Fig. 1: run 1, layout detail
The bar under the picture is 10 um long. Window x 60 to 100, y 28 to 68 um. Cells in gray, sequential cells in the stronger gray; small squares are vias.
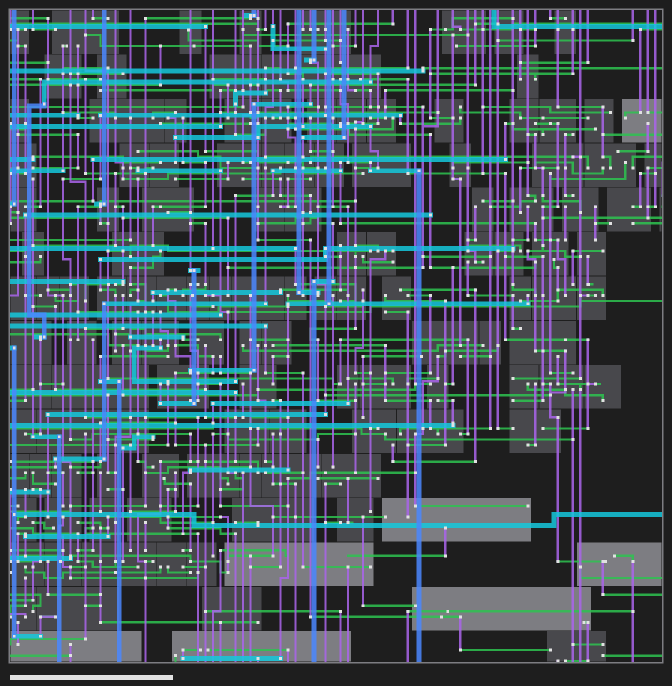
Fig. 2: run 1, routing congestion map
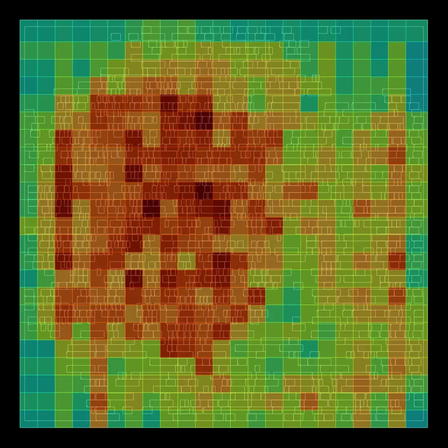
Fig. 3: run 1, cell sizes after repair
The bar under the picture is 50 um long.
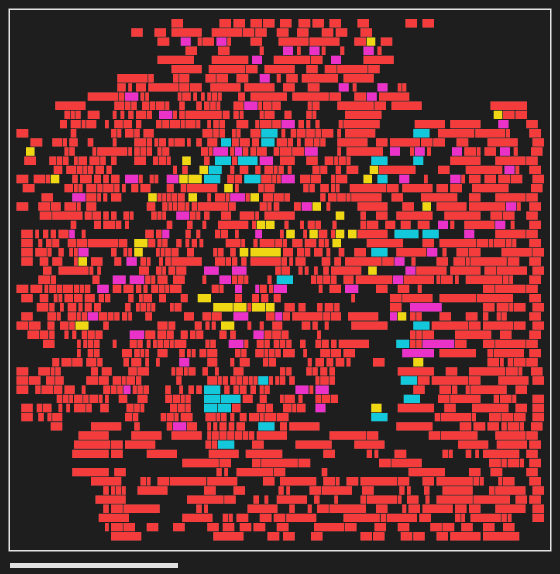
Fig. 4: run 1, M2 wires
The bar under the picture is 50 um long.
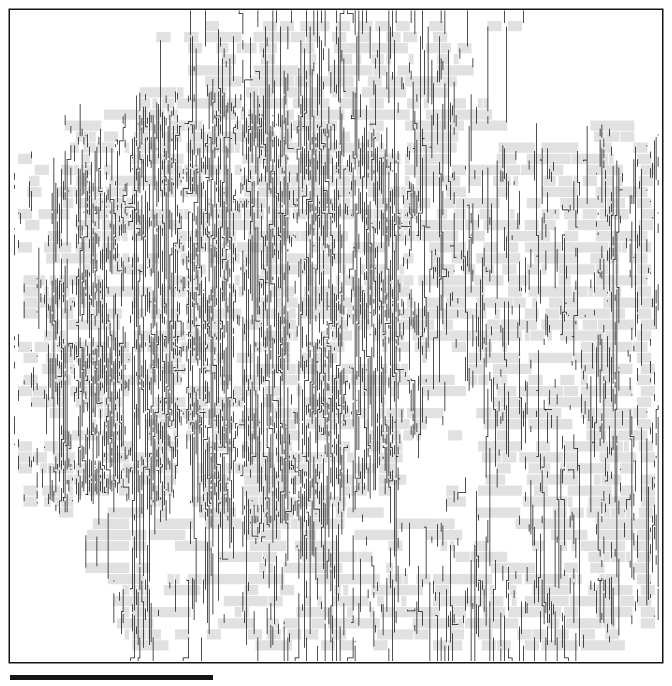
$ cat src/rtl/stage_if_pkg.sv
// Shared constants and types for the instruction-fetch stage.
package stage_if_pkg;

  localparam int PC_W_DEF   = 32;
  localparam int INST_W_DEF = 32;

  // addi x0, x0, 0 -- the canonical bubble placed in IF/ID
  localparam logic [31:0] NOP_INST = 32'h0000_0013;

  // Sequential fetch stride in bytes
  localparam int PC_INC = 4;

  // Instruction field positions
  localparam int OPC_LSB = 0;
  localparam int OPC_W   = 7;
  localparam int RD_LSB  = 7;
  localparam int RS1_LSB = 15;
  localparam int RS2_LSB = 20;

  typedef enum logic [1:0] {
    ST_ISSUE = 2'd0,
    ST_WAIT  = 2'd1,
    ST_HOLD  = 2'd2
  } fetch_state_e;

endpackage

$ cat src/rtl/stage_if_if.sv
// Fetch-stage bundle: hazard control, instruction-memory handshake and IF/ID outputs.
interface stage_if_if #(
  parameter int PC_WIDTH       = 32,
  parameter int INST_WIDTH     = 32,
  parameter int REG_ADDR_WIDTH = 5
);
  logic                      pc_src;
  logic [PC_WIDTH-1:0]       branch_target;
  logic                      if_id_wr_en;
  logic                      if_id_flush;
  logic                      imem_req;
  logic [PC_WIDTH-1:0]       imem_addr;
  logic                      imem_rvalid;
  logic [INST_WIDTH-1:0]     imem_rdata;
  logic [PC_WIDTH-1:0]       IF_ID_pc;
  logic [INST_WIDTH-1:0]     IF_ID_inst;
  logic [6:0]                IF_ID_inst_opcode;
  logic [REG_ADDR_WIDTH-1:0] IF_ID_rd;
  logic [REG_ADDR_WIDTH-1:0] IF_ID_rs1;
  logic [REG_ADDR_WIDTH-1:0] IF_ID_rs2;
  logic                      IF_ID_valid;
  logic                      if_stall;

  // The fetch stage itself
  modport master (
    input  pc_src, branch_target, if_id_wr_en, if_id_flush, imem_rvalid, imem_rdata,
    output imem_req, imem_addr, IF_ID_pc, IF_ID_inst, IF_ID_inst_opcode,
           IF_ID_rd, IF_ID_rs1, IF_ID_rs2, IF_ID_valid, if_stall
  );

  // Hazard unit, memory and decode stage surrounding it
  modport slave (
    output pc_src, branch_target, if_id_wr_en, if_id_flush, imem_rvalid, imem_rdata,
    input  imem_req, imem_addr, IF_ID_pc, IF_ID_inst, IF_ID_inst_opcode,
           IF_ID_rd, IF_ID_rs1, IF_ID_rs2, IF_ID_valid, if_stall
  );
endinterface

$ cat src/rtl/stage_if_if_id_reg.sv
// IF/ID pipeline register: flush beats stall beats load; empty loads become bubbles.
module stage_if_if_id_reg import stage_if_pkg::*; #(
  parameter int PC_WIDTH       = PC_W_DEF,
  parameter int INST_WIDTH     = INST_W_DEF,
  parameter int REG_ADDR_WIDTH = 5
) (
  input  logic                      clk,
  input  logic                      reset_n,
  input  logic                      wr_en_i,
  input  logic                      flush_i,
  input  logic                      dlv_i,
  input  logic [PC_WIDTH-1:0]       dlv_pc_i,
  input  logic [INST_WIDTH-1:0]     dlv_inst_i,
  output logic [PC_WIDTH-1:0]       pc_o,
  output logic [INST_WIDTH-1:0]     inst_o,
  output logic [OPC_W-1:0]          opcode_o,
  output logic [REG_ADDR_WIDTH-1:0] rd_o,
  output logic [REG_ADDR_WIDTH-1:0] rs1_o,
  output logic [REG_ADDR_WIDTH-1:0] rs2_o,
  output logic                      valid_o
);

  logic [PC_WIDTH-1:0]   pc_q;
  logic [INST_WIDTH-1:0] inst_q;
  logic                  valid_q;

  // Load, hold or bubble the IF/ID contents; PC is left alone on bubbles
  always_ff @(posedge clk or negedge reset_n) begin
    if (!reset_n) begin
      pc_q    <= '0;
      inst_q  <= INST_WIDTH'(NOP_INST);
      valid_q <= 1'b0;
    end else if (flush_i) begin
      inst_q  <= INST_WIDTH'(NOP_INST);
      valid_q <= 1'b0;
    end else if (wr_en_i) begin
      if (dlv_i) begin
        pc_q    <= dlv_pc_i;
        inst_q  <= dlv_inst_i;
        valid_q <= 1'b1;
      end else begin
        inst_q  <= INST_WIDTH'(NOP_INST);
        valid_q <= 1'b0;
      end
    end
  end

  assign pc_o     = pc_q;
  assign inst_o   = inst_q;
  assign valid_o  = valid_q;
  assign opcode_o = inst_q[OPC_LSB +: OPC_W];
  assign rd_o     = inst_q[RD_LSB  +: REG_ADDR_WIDTH];
  assign rs1_o    = inst_q[RS1_LSB +: REG_ADDR_WIDTH];
  assign rs2_o    = inst_q[RS2_LSB +: REG_ADDR_WIDTH];

endmodule

$ cat src/rtl/stage_if.sv
// Instruction-fetch stage: PC, single-outstanding imem requests, stall buffer, redirects.
module stage_if import stage_if_pkg::*; #(
  parameter int                  PC_WIDTH       = PC_W_DEF,
  parameter int                  INST_WIDTH     = INST_W_DEF,
  parameter int                  REG_ADDR_WIDTH = 5,
  parameter logic [PC_WIDTH-1:0] RESET_PC       = '0
) (
  input logic       clk,
  input logic       reset_n,
  stage_if_if.master bus
);

  fetch_state_e          state_q, state_d;
  logic [PC_WIDTH-1:0]   pc_q, pc_d;
  logic                  discard_q, discard_d;
  logic [PC_WIDTH-1:0]   buf_pc_q;
  logic [INST_WIDTH-1:0] buf_inst_q;
  logic                  buf_ld;
  logic                  req_d;
  logic [PC_WIDTH-1:0]   addr_d;
  logic                  dlv;
  logic [PC_WIDTH-1:0]   dlv_pc;
  logic [INST_WIDTH-1:0] dlv_inst;
  logic                  kept;
  logic [PC_WIDTH-1:0]   pc_inc;
  logic [PC_WIDTH-1:0]   nxt;

  assign pc_inc = pc_q + PC_WIDTH'(PC_INC);
  assign nxt    = bus.pc_src ? bus.branch_target : pc_inc;

  // Decide request, delivery, buffering and next PC/state for this cycle
  always_comb begin
    state_d   = state_q;
    pc_d      = pc_q;
    discard_d = discard_q;
    req_d     = 1'b0;
    addr_d    = pc_q;
    buf_ld    = 1'b0;
    dlv       = 1'b0;
    dlv_pc    = pc_q;
    dlv_inst  = bus.imem_rdata;
    kept      = 1'b0;
    case (state_q)
      ST_ISSUE: begin
        req_d     = 1'b1;
        addr_d    = bus.pc_src ? bus.branch_target : pc_q;
        pc_d      = addr_d;
        discard_d = 1'b0;
        state_d   = ST_WAIT;
      end
      ST_WAIT: begin
        if (!bus.imem_rvalid) begin
          // Redirect while in flight: the eventual response is stale
          if (bus.pc_src) begin
            pc_d      = bus.branch_target;
            discard_d = 1'b1;
          end
        end else if (discard_q || bus.pc_src) begin
          // Drop the stale response and reissue on the correct path at once
          req_d     = 1'b1;
          addr_d    = bus.pc_src ? bus.branch_target : pc_q;
          pc_d      = addr_d;
          discard_d = 1'b0;
        end else begin
          kept = 1'b1;
          if (bus.if_id_wr_en) begin
            dlv    = 1'b1;
            pc_d   = nxt;
            req_d  = 1'b1;
            addr_d = nxt;
          end else begin
            buf_ld  = 1'b1;
            state_d = ST_HOLD;
          end
        end
      end
      ST_HOLD: begin
        dlv_pc   = buf_pc_q;
        dlv_inst = buf_inst_q;
        if (bus.pc_src) begin
          pc_d    = bus.branch_target;
          state_d = ST_ISSUE;
        end else if (bus.if_id_wr_en) begin
          dlv     = 1'b1;
          pc_d    = pc_inc;
          req_d   = 1'b1;
          addr_d  = pc_inc;
          state_d = ST_WAIT;
        end
      end
      default: state_d = ST_ISSUE;
    endcase
  end

  // Control state: FSM, PC and the stale-response flag
  always_ff @(posedge clk or negedge reset_n) begin
    if (!reset_n) begin
      state_q   <= ST_ISSUE;
      pc_q      <= RESET_PC;
      discard_q <= 1'b0;
    end else begin
      state_q   <= state_d;
      pc_q      <= pc_d;
      discard_q <= discard_d;
    end
  end

  // One-entry buffer capturing a response that arrived during a stall
  always_ff @(posedge clk) begin
    if (buf_ld) begin
      buf_inst_q <= bus.imem_rdata;
      buf_pc_q   <= pc_q;
    end
  end

  // Requests are suppressed while reset is asserted
  assign bus.imem_req  = req_d & reset_n;
  assign bus.imem_addr = reset_n ? addr_d : pc_q;
  assign bus.if_stall  = (state_q == ST_ISSUE) || ((state_q == ST_WAIT) && !kept);

  stage_if_if_id_reg #(
    .PC_WIDTH       (PC_WIDTH),
    .INST_WIDTH     (INST_WIDTH),
    .REG_ADDR_WIDTH (REG_ADDR_WIDTH)
  ) u_if_id (
    .clk        (clk),
    .reset_n    (reset_n),
    .wr_en_i    (bus.if_id_wr_en),
    .flush_i    (bus.if_id_flush),
    .dlv_i      (dlv),
    .dlv_pc_i   (dlv_pc),
    .dlv_inst_i (dlv_inst),
    .pc_o       (bus.IF_ID_pc),
    .inst_o     (bus.IF_ID_inst),
    .opcode_o   (bus.IF_ID_inst_opcode),
    .rd_o       (bus.IF_ID_rd),
    .rs1_o      (bus.IF_ID_rs1),
    .rs2_o      (bus.IF_ID_rs2),
    .valid_o    (bus.IF_ID_valid)
  );

endmodule

$ cat src/flat_wrapper.sv
// flat-port wrapper written by rule: the top's interface ports become plain ports
module stage_if_flat import stage_if_pkg::*;
#(
  parameter int                  PC_WIDTH       = PC_W_DEF,
  parameter int                  INST_WIDTH     = INST_W_DEF,
  parameter int                  REG_ADDR_WIDTH = 5,
  parameter logic [PC_WIDTH-1:0] RESET_PC       = '0
)
  (clk, reset_n, bus_pc_src, bus_branch_target, bus_if_id_wr_en, bus_if_id_flush, bus_imem_rvalid, bus_imem_rdata, bus_imem_req, bus_imem_addr, bus_IF_ID_pc, bus_IF_ID_inst, bus_IF_ID_inst_opcode, bus_IF_ID_rd, bus_IF_ID_rs1, bus_IF_ID_rs2, bus_IF_ID_valid, bus_if_stall);
  stage_if_if #(.PC_WIDTH(PC_WIDTH), .INST_WIDTH(INST_WIDTH), .REG_ADDR_WIDTH(REG_ADDR_WIDTH)) bus_i ();
  input logic clk;
  input logic reset_n;
  input wire logic [$bits(bus_i.pc_src)-1:0] bus_pc_src;
  input wire logic [$bits(bus_i.branch_target)-1:0] bus_branch_target;
  input wire logic [$bits(bus_i.if_id_wr_en)-1:0] bus_if_id_wr_en;
  input wire logic [$bits(bus_i.if_id_flush)-1:0] bus_if_id_flush;
  input wire logic [$bits(bus_i.imem_rvalid)-1:0] bus_imem_rvalid;
  input wire logic [$bits(bus_i.imem_rdata)-1:0] bus_imem_rdata;
  output wire logic [$bits(bus_i.imem_req)-1:0] bus_imem_req;
  output wire logic [$bits(bus_i.imem_addr)-1:0] bus_imem_addr;
  output wire logic [$bits(bus_i.IF_ID_pc)-1:0] bus_IF_ID_pc;
  output wire logic [$bits(bus_i.IF_ID_inst)-1:0] bus_IF_ID_inst;
  output wire logic [$bits(bus_i.IF_ID_inst_opcode)-1:0] bus_IF_ID_inst_opcode;
  output wire logic [$bits(bus_i.IF_ID_rd)-1:0] bus_IF_ID_rd;
  output wire logic [$bits(bus_i.IF_ID_rs1)-1:0] bus_IF_ID_rs1;
  output wire logic [$bits(bus_i.IF_ID_rs2)-1:0] bus_IF_ID_rs2;
  output wire logic [$bits(bus_i.IF_ID_valid)-1:0] bus_IF_ID_valid;
  output wire logic [$bits(bus_i.if_stall)-1:0] bus_if_stall;
  assign bus_i.pc_src = bus_pc_src;
  assign bus_i.branch_target = bus_branch_target;
  assign bus_i.if_id_wr_en = bus_if_id_wr_en;
  assign bus_i.if_id_flush = bus_if_id_flush;
  assign bus_i.imem_rvalid = bus_imem_rvalid;
  assign bus_i.imem_rdata = bus_imem_rdata;
  assign bus_imem_req = bus_i.imem_req;
  assign bus_imem_addr = bus_i.imem_addr;
  assign bus_IF_ID_pc = bus_i.IF_ID_pc;
  assign bus_IF_ID_inst = bus_i.IF_ID_inst;
  assign bus_IF_ID_inst_opcode = bus_i.IF_ID_inst_opcode;
  assign bus_IF_ID_rd = bus_i.IF_ID_rd;
  assign bus_IF_ID_rs1 = bus_i.IF_ID_rs1;
  assign bus_IF_ID_rs2 = bus_i.IF_ID_rs2;
  assign bus_IF_ID_valid = bus_i.IF_ID_valid;
  assign bus_if_stall = bus_i.if_stall;
  stage_if #(.PC_WIDTH(PC_WIDTH), .INST_WIDTH(INST_WIDTH), .REG_ADDR_WIDTH(REG_ADDR_WIDTH), .RESET_PC(RESET_PC)) u_core (.clk(clk), .reset_n(reset_n), .bus(bus_i));
endmodule
$ cat config.mk
export PLATFORM = sky130hd
export DESIGN_NAME = stage_if_flat
export DESIGN_NICKNAME = d
export VERILOG_FILES = /design/src/rtl/stage_if_pkg.sv /design/src/rtl/stage_if_if.sv /design/src/rtl/stage_if_if_id_reg.sv /design/src/rtl/stage_if.sv /design/src/flat_wrapper.sv
export SDC_FILE = /design/constraint.sdc
export NUM_CORES = 1
export LEC_CHECK = 0
export CAP_MARGIN = 20
export CORE_MARGIN = 1.5
export CORE_UTILIZATION = 45
export CTS_BUF_LIST = sky130_fd_sc_hd__clkbuf_8
export DETAILED_ROUTE_END_ITERATION = 8
export PLACE_DENSITY = 0.72
export SYNTH_ARGS = -nofsm -noshare
export SYNTH_HDL_FRONTEND = slang
export SYNTH_SLANG_ARGS = --single-unit
$ cat constraint.sdc
create_clock -name clk -period 14 [get_ports clk]
set_clock_uncertainty 0.05 [all_clocks]
set_input_delay 3.5 -clock clk [delete_from_list [all_inputs] [get_ports clk]]
set_output_delay 3.5 -clock clk [all_outputs]
set_load 0.05 [all_outputs]
==> summary.txt, run 1 <==
run metrics: post-cts sizing count 0, clk ins delay skew pair 0.47 ns, total gr overflow 0, Fin. Hold Viols 0, outcome completed, hold_buf cts 0, non-clock buffer instance count of the final layout 217, comb pwr 1550 uW, final WL 37.5 mm, RR Startpoint u_core.state_q[1], post-synthesis adder-cell area fraction less than 1%, Non-clock buffer share 15.8%, uppermost routed layer met4, PortBufs 190, Tap Cells 324, Synthesized registers 164, Filler Cell Count 2,169, worst path cell trace clkdlybuf4s50_1, buf_4, and2_1, nand2_1, o32ai_1, a21oi_1, o21ai_0, clkdlybuf4s50_1, Buf+Inv Stages, Crit Path 3, Final Setup Violations 0, slowest stage delay, CP slightly below 0.9 ns, PD cells 205 mW/mm^2, TritonCTS Buffers 17, Max Cap Violations 0, MI comb area 0.00594 sq mm, diode count 0, Starting DRT DRC Count 1,569
Notes on Fig. 1 above:
[cyan] metal 3
[purple] metal 2
[green] metal 1
[blue] metal 4
netlist names of flops here include: u_core.pc_q (3), u_core.buf_pc_q (2)
most frequent: o21ai_0 (16), nand2_1 (13), a21oi_1 (13)
cells with their middle in the window: 128
sequential cells in the window: 5

Notes on Fig. 2 above:
GRT met3 Usage: 7.36%
M2 GR Usage: 43.1%
grt met1 use: 39.4%

Notes on Fig. 3 above:
[yellow] _3 and _4 cells | cells: 40
[red] _0 and _1 cells | cells: 1,239
[cyan] _6 and larger | cells: 29
[magenta] _2 cells | cells: 73

Notes on Fig. 4 above:
wire length on this layer: 16,100 um
longest straight run: 51.3 um

## run 1: final timing paths
check / slack (ns) / end
worst max register to register: 10.36 / u_core.buf_inst_q[4]
worst min-delay path: 0.43 / u_core.u_if_id.pc_o[8]
worst max-delay path: 3.37 / bus_imem_addr[8]
min in group asynchronous: 2.92 / u_core.pc_q[5]
max in group asynchronous: 9.61 / u_core.pc_q[28]
worst min register to register: 0.43 / u_core.u_if_id.pc_o[8]
## run 1: stage by stage
step                      area [sq um]  util [%]  instances  hold slack [ns]
final                            13400      54.9       1705            0.433
after global routing             13400      54.9       1705            0.455
after CTS                        13300      54.8       1703            0.437
after detailed placement         12900      53.2       1671            0.414
after global placement           12900      53.2       1671            0.410
after floorplan                  11100         -       1276            0.370
Fig. 5: run 1, the metal 1 layer
The bar under the picture is 50 um long. Supply wires on this layer in gray.
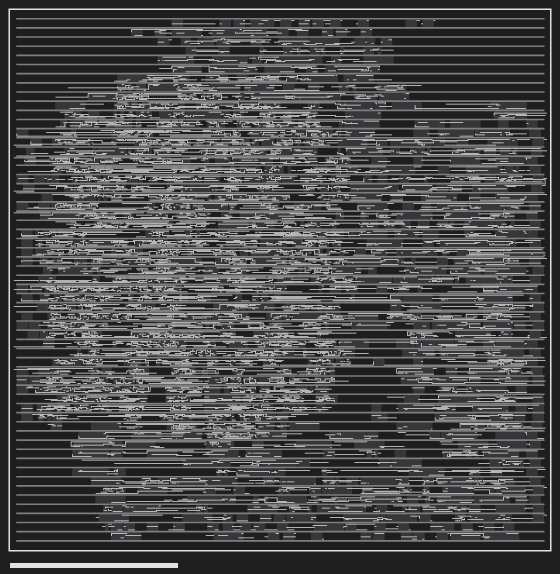

==> run 1 -> run 2 <==
Clock period 14 ns to 10.55 ns, I/O delays scaled along.
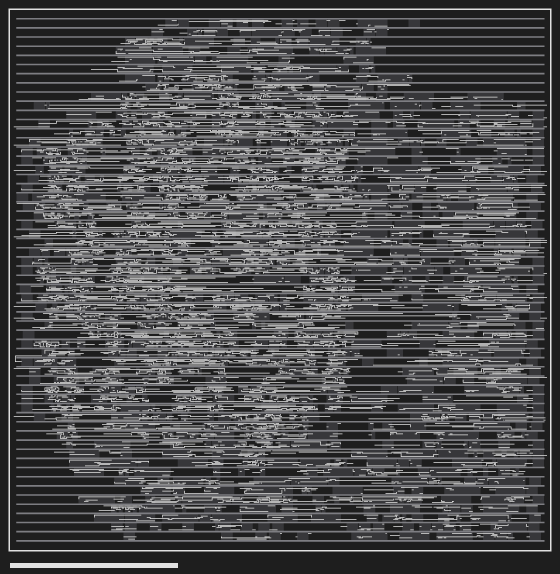
Fig. 6. The metal 1 layer (run 2).
The bar under the picture is 50 um long. Supply wires on this layer in gray.
share of all routed wire: 41%
nets with wire on the layer: 1,294
longest straight run: 42.8 um
wire length on this layer: 15,800 um

==> run 2 against run 1 <==
Net effect:
- sequential cell count unchanged
- area after synthesis unchanged
- cell area increased by 0.14%
- critical path depth unchanged
- routed wire length increased by 2.2%
- sequential share of layout area about the same
- register-to-register slack got worse by 4.0 ns
- worst setup slack got worse by 1.7 ns
- final cell count unchanged
- via count about the same
- critical path type unchanged
==> summary.txt, run 2 <==
run metrics: TritonCTS Buffers 17, Max Cap Violations 0, Starting DRT DRC Count 1,500, cell type with the largest total area dfrtp_1, pin count of the biggest net entering global routing 95, outcome completed, final instance area 0.0134 sq mm, Tmin final approximately 8.9 ns, Inst Count DP between 1,500 and 2,000, clock buffers 17, grt met1 use 41.6%, RR Startpoint u_core.state_q[0], slowest stage delay, CP 0.92 ns, yosys warning tally 0, total gr overflow 0, Initial Util 45.8%, drt drc 0, worst slew pin tran 1.23 ns, non-clock buffer instance count of the final layout 216, PortBufs 190, Fin. Hold Viols 0, Non-clock buffer share 15.8%, comb pwr 2060 uW, post-cts sizing count 0, M2 GR Usage between 40% and 50%, Hold Slack 0.432 ns, diode count 1, Final Setup Violations 0, Synthesized registers 164, post-synthesis adder-cell area fraction 0.561%, Yosys chip area ~0.011 sq mm, PD cells 272 mW/mm^2, MI comb area between 0.005 and 0.006 sq mm, fmax 112 MHz, Pwr top combinational cells, Tap Cells 324, Final Core Density 55.0%, GRT met3 Usage 6.61%, die area 0.0257 sq mm, uppermost routed layer met4, Filler Cell Count 2,177, placed instance area around 0.013 sq mm, Buf+Inv Stages, Crit Path 3, hold_buf cts 0, worst path cell trace clkdlybuf4s50_1, inv_2, or4_4, or3_4, o31ai_2, a2bb2oi_1, o31ai_1, clkdlybuf4s50_1, fin cells about 1,700, Hold Crit Start u_core.u_if_id.pc_o[3]
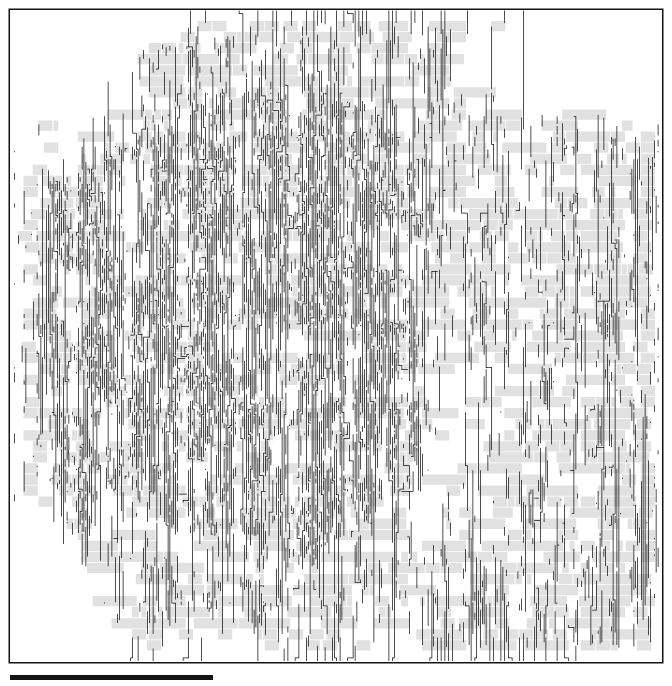
Fig. 7. M2 wires (run 2).
The bar under the picture is 50 um long.
longest straight run: 51.9 um
share of all routed wire: 43%
nets with wire on the layer: 1,177
wire length on this layer: 16,600 um

-- run 2: worst register-to-register path: cells and delay by family (launching register included) --
family | cells | cell delay, ns
AND/OR/NAND/NOR | 4 | 1.76
buffers and inverters | 4 | 1.25
adder cells (fa/ha/maj) | 1 | 0.54
flip-flops | 1 | 0.44
AND-OR/OR-AND | 1 | 0.05
-- run 2: path summary, 6_finish.rpt --
kind | end | slack, ns | cells past startpoint
worst max register to register | u_core.u_if_id.pc_o[8] | 6.33 | 10
worst min-delay path | u_core.u_if_id.pc_o[3] | 0.43 | 2
worst max-delay path | bus_imem_addr[20] | 1.66 | 8
max in group asynchronous | u_core.pc_q[21] | 7.10 | 2
worst min register to register | u_core.u_if_id.pc_o[3] | 0.43 | 2
min in group asynchronous | u_core.state_q[0] | 2.18 | 1
Fig. 8: run 2, layout detail
The bar under the picture is 10 um long. Window x 60 to 100, y 28 to 68 um. Cells in gray, sequential cells in the stronger gray; small squares are vias.
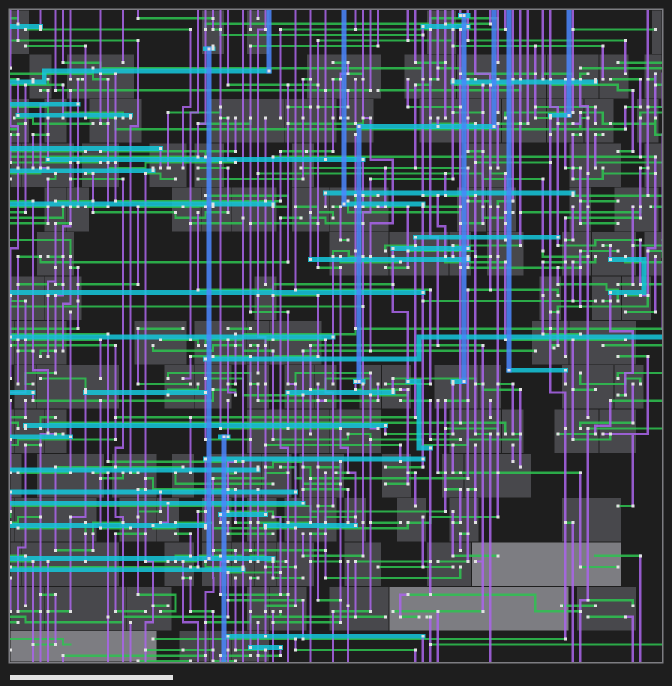

==> run 2 -> run 3 <==
Settings changed: PLACE_DENSITY 0.72 to 0.74.
Clock period 10.55 ns to 7.99 ns, I/O delays scaled along.
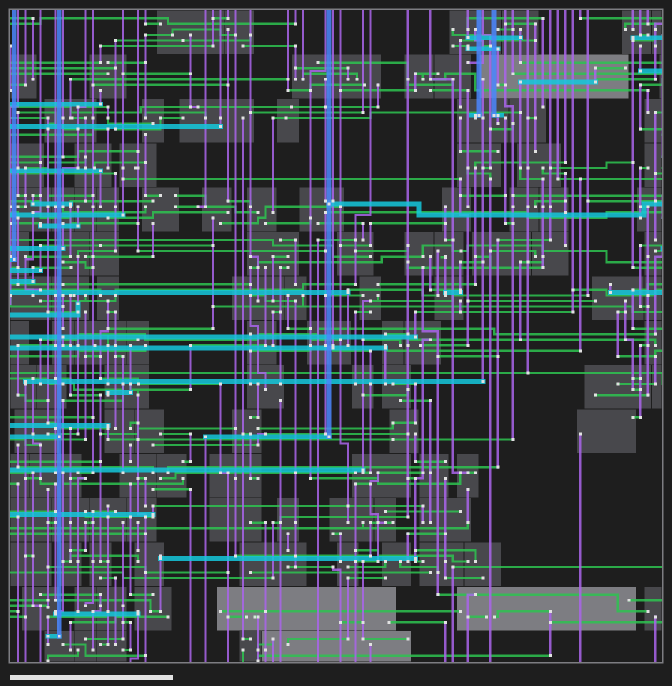
Fig. 9. Layout detail (run 3).
The bar under the picture is 10 um long. Window x 60 to 100, y 28 to 68 um. Cells in gray, sequential cells in the stronger gray; small squares are vias.
[cyan] metal 3
[green] metal 1
[blue] metal 4
[purple] metal 2
most frequent: nor2_1 (13), nand2_1 (12)
sequential cells in the window: 4
netlist names of flops here include: u_core.buf_pc_q (2), u_core.pc_q (2)
cells with their middle in the window: 110

==> run 3 against run 2 <==
Net effect:
- non-clock buffer count rose by 12
- highest routed layer unchanged
- die size did not move
- critical path type unchanged
- worst setup slack got worse by 1.0 ns
==> summary.txt, run 3 <==
run metrics: outcome completed, PortBufs 190, GRT met3 Usage a little over 7%, clk ins delay skew pair 0.47 ns, fmax 136 MHz, comb pwr 2790 uW, post-cts sizing count 0, Yosys chip area 0.0111 sq mm, Tap Cells 324, Non-clock buffer share 16.6%, RR Startpoint u_core.state_q[0], Worst Setup EP bus_imem_addr[13], slowest stage delay, CP 0.84 ns, PD cells 359 mW/mm^2, pin count of the biggest net entering global routing 95, Starting DRT DRC Count 1,447, worst path cell trace clkdlybuf4s50_1, nand3_1, nor4_1, xnor2_1, a21oi_1, o21ai_0, a31oi_1, clkdlybuf4s50_1, Worst R2R Setup Slack about 4.2 ns, final WL 38.4 mm, TritonCTS Buffers 17
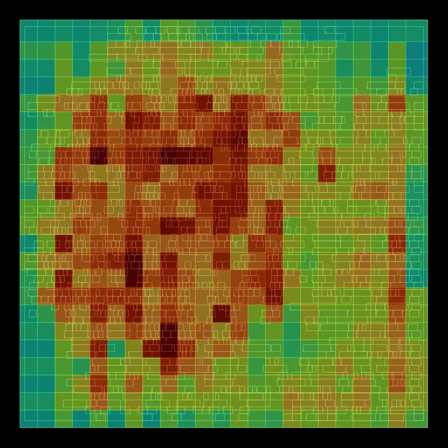
Fig. 10. Routing congestion map (run 3).
Global Route Usage Sum: 29.5%
grt met1 use: 40.7%
M2 GR Usage: 43.8%
Final Core Density: 55.5%

## run 3: metal layers
layer	share of wire, %	wire length (um)
met1	42	16200
met2	43	16400
met3	11	4360
met4	3.9	1510
met5	0	0
## run 3: per-stage QoR
step	setup WS (ns)	area (sq um)	total power (uW)	hold slack, ns	cells
finish	0.616	13500	4850	0.436	1716
CTS	0.714	13400	4800	0.438	1714
global route	0.531	13500	5080	0.460	1716
detailed placement	0.720	13100	4170	0.416	1682
global placement	0.812	13100	4140	0.410	1682
floorplan	1.36	11100	3260	0.370	1276
## run 3: critical path, delay by kind of cell
family	cells	cell delay (ns)
buf+inv	2	1.61
simple gates	2	1.01
compound gates	3	0.53
xor+xnor	1	0.17
Power and IR drop assume default switching activity.
